**config.mk**
```make
export PLATFORM = sky130hd
export DESIGN_NAME = key_schedule_flat
export DESIGN_NICKNAME = d
export VERILOG_FILES = /design/src/rtl/key_schedule_if.sv /design/src/rtl/key_schedule.sv /design/src/flat_wrapper.sv
export SDC_FILE = /design/constraint.sdc
export NUM_CORES = 1
export LEC_CHECK = 0
export CORE_ASPECT_RATIO = 0.5
export CORE_UTILIZATION = 59
export CTS_CLUSTER_SIZE = 25
export DETAILED_ROUTE_END_ITERATION = 7
export PLACE_DENSITY_LB_ADDON = 0.2
export SLEW_MARGIN = 0
export SYNTH_ARGS = -nofsm -noshare
export SYNTH_HDL_FRONTEND = slang
export SYNTH_SLANG_ARGS = --single-unit
```
**constraint.sdc**
```tcl
create_clock -name clk -period 10.2 [get_ports clk]
set_clock_uncertainty 0.2 [all_clocks]
set_input_delay 2.04 -clock clk [delete_from_list [all_inputs] [get_ports clk]]
set_output_delay 2.04 -clock clk [all_outputs]
set_load 0.005 [all_outputs]
```
**src/rtl/key_schedule_if.sv**
```systemverilog
// Bus between the RC4 key-schedule engine and its environment: run request,
// key, completion flag and the S RAM port.
interface key_schedule_if;
  // start/finish is a level request/acknowledge pair: start held high in idle
  // begins a run, finish rises when S is complete and stays high while start
  // is held, and dropping start returns the engine to idle. The S RAM port has
  // no handshake: one write per cycle that write_enable is high, and read data
  // follows a registered address.
  logic        start;
  logic [23:0] secret_key;
  logic        finish;
  logic [7:0]  s_memory_address;
  logic [7:0]  s_memory_data;
  logic        s_memory_write_enable;
  logic [7:0]  s_memory_q;

  modport master (
    output start, secret_key, s_memory_q,
    input  finish, s_memory_address, s_memory_data, s_memory_write_enable
  );

  modport slave (
    input  start, secret_key, s_memory_q,
    output finish, s_memory_address, s_memory_data, s_memory_write_enable
  );
endinterface

```
**src/rtl/key_schedule.sv**
```systemverilog
// RC4 key-scheduling engine: fills S with 0..255, then performs the 256 KSA
// swaps against an external S RAM with one cycle of read latency.
module key_schedule (
    input  logic          clk,
    input  logic          reset,
    key_schedule_if.slave bus,
    output logic [3:0]    dbg_state
);

    typedef enum logic [3:0] {
        IDLE, INIT, RD_I, WAIT_I, RD_J, WAIT_J, WR_I, WR_J, DONE
    } state_t;

    state_t      state;
    logic [7:0]  i;
    logic [7:0]  j;
    logic [7:0]  si;
    logic [1:0]  i_mod3;
    logic [23:0] key;
    logic [7:0]  addr;
    logic [7:0]  data;
    logic        we;
    logic        fin;
    logic [7:0]  key_byte;
    logic [7:0]  j_next;

    always_comb begin
        key_byte = key[23:16];
        case (i_mod3)
            2'd1:    key_byte = key[15:8];
            2'd2:    key_byte = key[7:0];
            default: key_byte = key[23:16];
        endcase
    end

    // q holds S[i] during WAIT_I because the address was presented in RD_I.
    assign j_next = j + bus.s_memory_q + key_byte;

    always_ff @(posedge clk) begin
        if (reset) begin
            state  <= IDLE;
            i      <= 8'd0;
            j      <= 8'd0;
            si     <= 8'd0;
            i_mod3 <= 2'd0;
            key    <= 24'd0;
            addr   <= 8'd0;
            data   <= 8'd0;
            we     <= 1'b0;
            fin    <= 1'b0;
        end else begin
            case (state)
                IDLE: begin
                    we  <= 1'b0;
                    fin <= 1'b0;
                    if (bus.start) begin
                        state  <= INIT;
                        i      <= 8'd0;
                        j      <= 8'd0;
                        i_mod3 <= 2'd0;
                        key    <= bus.secret_key;
                        addr   <= 8'd0;
                        data   <= 8'd0;
                        we     <= 1'b1;
                    end
                end
                INIT: begin
                    if (i == 8'hff) begin
                        state  <= RD_I;
                        i      <= 8'd0;
                        i_mod3 <= 2'd0;
                        addr   <= 8'd0;
                        we     <= 1'b0;
                    end else begin
                        i    <= i + 8'd1;
                        addr <= i + 8'd1;
                        data <= i + 8'd1;
                        we   <= 1'b1;
                    end
                end
                RD_I: state <= WAIT_I;
                WAIT_I: begin
                    si    <= bus.s_memory_q;
                    j     <= j_next;
                    addr  <= j_next;
                    state <= RD_J;
                end
                RD_J: state <= WAIT_J;
                WAIT_J: begin
                    // q now holds S[j]; it is written straight back to S[i].
                    addr  <= i;
                    data  <= bus.s_memory_q;
                    we    <= 1'b1;
                    state <= WR_I;
                end
                WR_I: begin
                    addr  <= j;
                    data  <= si;
                    we    <= 1'b1;
                    state <= WR_J;
                end
                WR_J: begin
                    we <= 1'b0;
                    if (i == 8'hff) begin
                        state <= DONE;
                        fin   <= 1'b1;
                        addr  <= 8'd0;
                        data  <= 8'd0;
                    end else begin
                        i      <= i + 8'd1;
                        i_mod3 <= (i_mod3 == 2'd2) ? 2'd0 : i_mod3 + 2'd1;
                        addr   <= i + 8'd1;
                        state  <= RD_I;
                    end
                end
                DONE: begin
                    we <= 1'b0;
                    if (!bus.start) begin
                        state <= IDLE;
                        fin   <= 1'b0;
                    end
                end
                default: begin
                    state <= IDLE;
                    we    <= 1'b0;
                    fin   <= 1'b0;
                end
            endcase
        end
    end

    assign bus.s_memory_address      = addr;
    assign bus.s_memory_data         = data;
    assign bus.s_memory_write_enable = we;
    assign bus.finish                = fin;
    assign dbg_state                 = state;

endmodule
```
**src/flat_wrapper.sv**
```systemverilog
// flat-port wrapper written by rule: the top's interface ports become plain ports
module key_schedule_flat 
  (clk, reset, dbg_state, bus_start, bus_secret_key, bus_s_memory_q, bus_finish, bus_s_memory_address, bus_s_memory_data, bus_s_memory_write_enable);
  key_schedule_if bus_i ();
  input  logic clk;
  input  logic reset;
  output logic [3:0] dbg_state;
  input wire logic [$bits(bus_i.start)-1:0] bus_start;
  input wire logic [$bits(bus_i.secret_key)-1:0] bus_secret_key;
  input wire logic [$bits(bus_i.s_memory_q)-1:0] bus_s_memory_q;
  output wire logic [$bits(bus_i.finish)-1:0] bus_finish;
  output wire logic [$bits(bus_i.s_memory_address)-1:0] bus_s_memory_address;
  output wire logic [$bits(bus_i.s_memory_data)-1:0] bus_s_memory_data;
  output wire logic [$bits(bus_i.s_memory_write_enable)-1:0] bus_s_memory_write_enable;
  assign bus_i.start = bus_start;
  assign bus_i.secret_key = bus_secret_key;
  assign bus_i.s_memory_q = bus_s_memory_q;
  assign bus_finish = bus_i.finish;
  assign bus_s_memory_address = bus_i.s_memory_address;
  assign bus_s_memory_data = bus_i.s_memory_data;
  assign bus_s_memory_write_enable = bus_i.s_memory_write_enable;
  key_schedule u_core (.clk(clk), .reset(reset), .bus(bus_i), .dbg_state(dbg_state));
endmodule
```
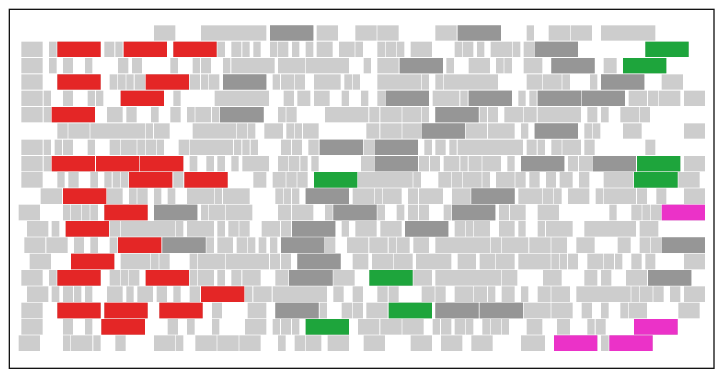
Figure 1: register map, names as in the netlist.
Drawn at 6 px/um. Other sequential cells in the stronger grey, the rest of the logic in the fainter grey.
- green: u_core.bus.s_memory_data (placed flops 8)
- magenta: u_core.dbg_state (placed flops 4; where south-east)
- red: u_core.key (placed flops 24)
Seq area share: 30.18%
flip-flop and latch area: 1441 um2
Flop+latch power: 305 uW
Final Util: 76.65%

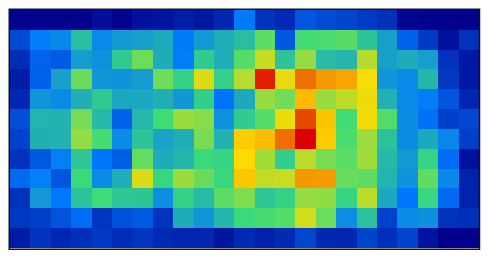
Figure 2: routed metal per tile.
Drawn at 4 px/um. The die is cut into 23 by 12 equal tiles; dark blue is low, red is high, scaled to the fullest tile. Values are wire area over tile area, all layers added.
- densest ninth of the die: centre
- tiles over half the peak: 27%
- nearly empty tiles: 4.0%
- mean over tiles: 0.25
- fullest tile: 0.69
via count of the routed design: 3692
GR Util All Layers: 33.06%
DR WL/cell: 16.75 um
WL final: 10.37 mm

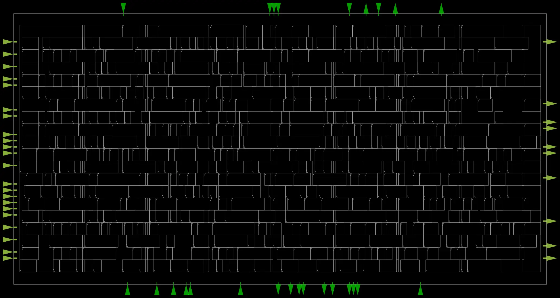
Figure 3: cell outlines without signal wires.
# rows: 20
Seq Cell Count: 72
Layout fillers: 451
non-filler instance count after layout: 619

==> summary.txt <==
fresh numbers from the pnr run: actual slew at the worst max-slew pin=1.006 ns, Clock Power Share=46.9%, area figure in the yosys stat output=3915 um2, pre-CTS setup slack=5.247 ns, final tally of hold violations=0, count leader, synth=nand2_1, RSZ-0062 raised after global routing=false, clk pwr=366 uW, clk latency late pin=0.34 ns, Worst-path clk slew=0.06 ns, first-pass GRT wire length=16.95 mm, Comb area share=46.03%, ys flops=72, power per cell area=163.1 nW/um2, metal2 WL=4.495 mm, P_sw=192.8 uW, multi-input combinational cell count=355, share of cells above drive strength 1=5.273%, H-Tree Depth=3, Post-Syn Area=3915 um2, Int Pwr=586.2 uW, antenna violations before repair=0, outcome=complete, no violations, antenna cell count=0, initial DRC count=392, Max power group=the clock network, CP Capture Type=flop, syn_area_per_cell=7.957 um2, GP Congestion=0.9126, worst setup margin=5.535 ns, Main area contributors=dfxtp_1 37%, nand2_1 9.1%, a21oi_1 7.8%, Pleak=1.741 nW, slowest CP cell=clkdlybuf4s50_1, crit-path cells=clkdlybuf4s50_1 -> inv_1 -> fa_1 -> inv_1 -> ha_1 -> inv_1 -> fa_1 -> nand2b_1 -> a21oi_1 -> o22ai_1 -> xnor2_1 -> o22ai_1, kind of critical path=in2reg, clock-cell share of area=7.257%, Pre-Place Util=62.83%, count of library flops with an enable pin=0, CTS buffer count=9, GR Util met1=43.83%, combinational gate area=2198 um2, Clock Tree Root=clkbuf_16, Area Overhead vs Synth=21.99%, die area=6985 um2, Worst Path Max Fanout=3, top cells by count, synth=95 x nand2_1, 72 x dfxtp_1, 61 x a21oi_1, worst path arrival time=4.65 ns, largest net degree at the start of global routing=76, fin nets=579, Seq share, synth=36.82%, Top cell excl fill/tap=nand2_1, sw frac=24.75%, max-slew violations=0, post-route ant nets=0, TNS Setup=0 ns, core area=6231 um2, placed cell area=4429 um2, critical path launch point type=input pin, Comb power frac=13.8%, Biggest register=u_core.key, drt pass-1 iters=5, Max Fclk=0.2144 GHz, GR peak layer=met2, most instantiated logic cells after routing=95 x nand2_1, 72 x dfxtp_1, 61 x a21oi_1, Top-area cell share=36.82%, Slew headroom=32.85%, PostCTS Resize Cnt=0, Highest Signal Layer=met4, layout inverter count without the clock tree=31, required time worst endpoint=10.19 ns, Final setup viols=0, synth warn=0, period utilization=45.73%, met3 wire length=967 um, crit path buf inv count=4, buffering overhead=11.79%, Post-CTS Setup Inserts=0, max FFs per register=24, number of buffers added on ports=56, cell family with most CP delay=adder cells, post-layout minimum cycle time=4.665 ns, CTS tree=done
-- worst paths after layout --
path | startpoint | slack (ns) | to | cells after the start
max reg2reg | u_core.i_mod3[0] | 6.47 | u_core.bus.s_memory_address[7] | 13
min reg2reg | u_core.key[21] | 0.25 | u_core.key[21] | 2
min | u_core.key[21] | 0.25 | u_core.key[21] | 2
max | bus_s_memory_q[1] | 5.54 | u_core.bus.s_memory_address[7] | 12
-- kinds of logic (layout without fill, tap and decap cells) --
family,after synthesis,after routing,share of synthesized area [%]
AND-OR/OR-AND,141,141,22.63
XOR/XNOR,13,13,2.908
adder cells (fa/ha/maj),18,18,7.287
buffers and inverters,65,104,7.031
flip-flops,72,72,36.82
multiplexers,4,4,1.246
AND/OR/NAND/NOR,179,179,22.08
Power is estimated from default activity; no workload was simulated.
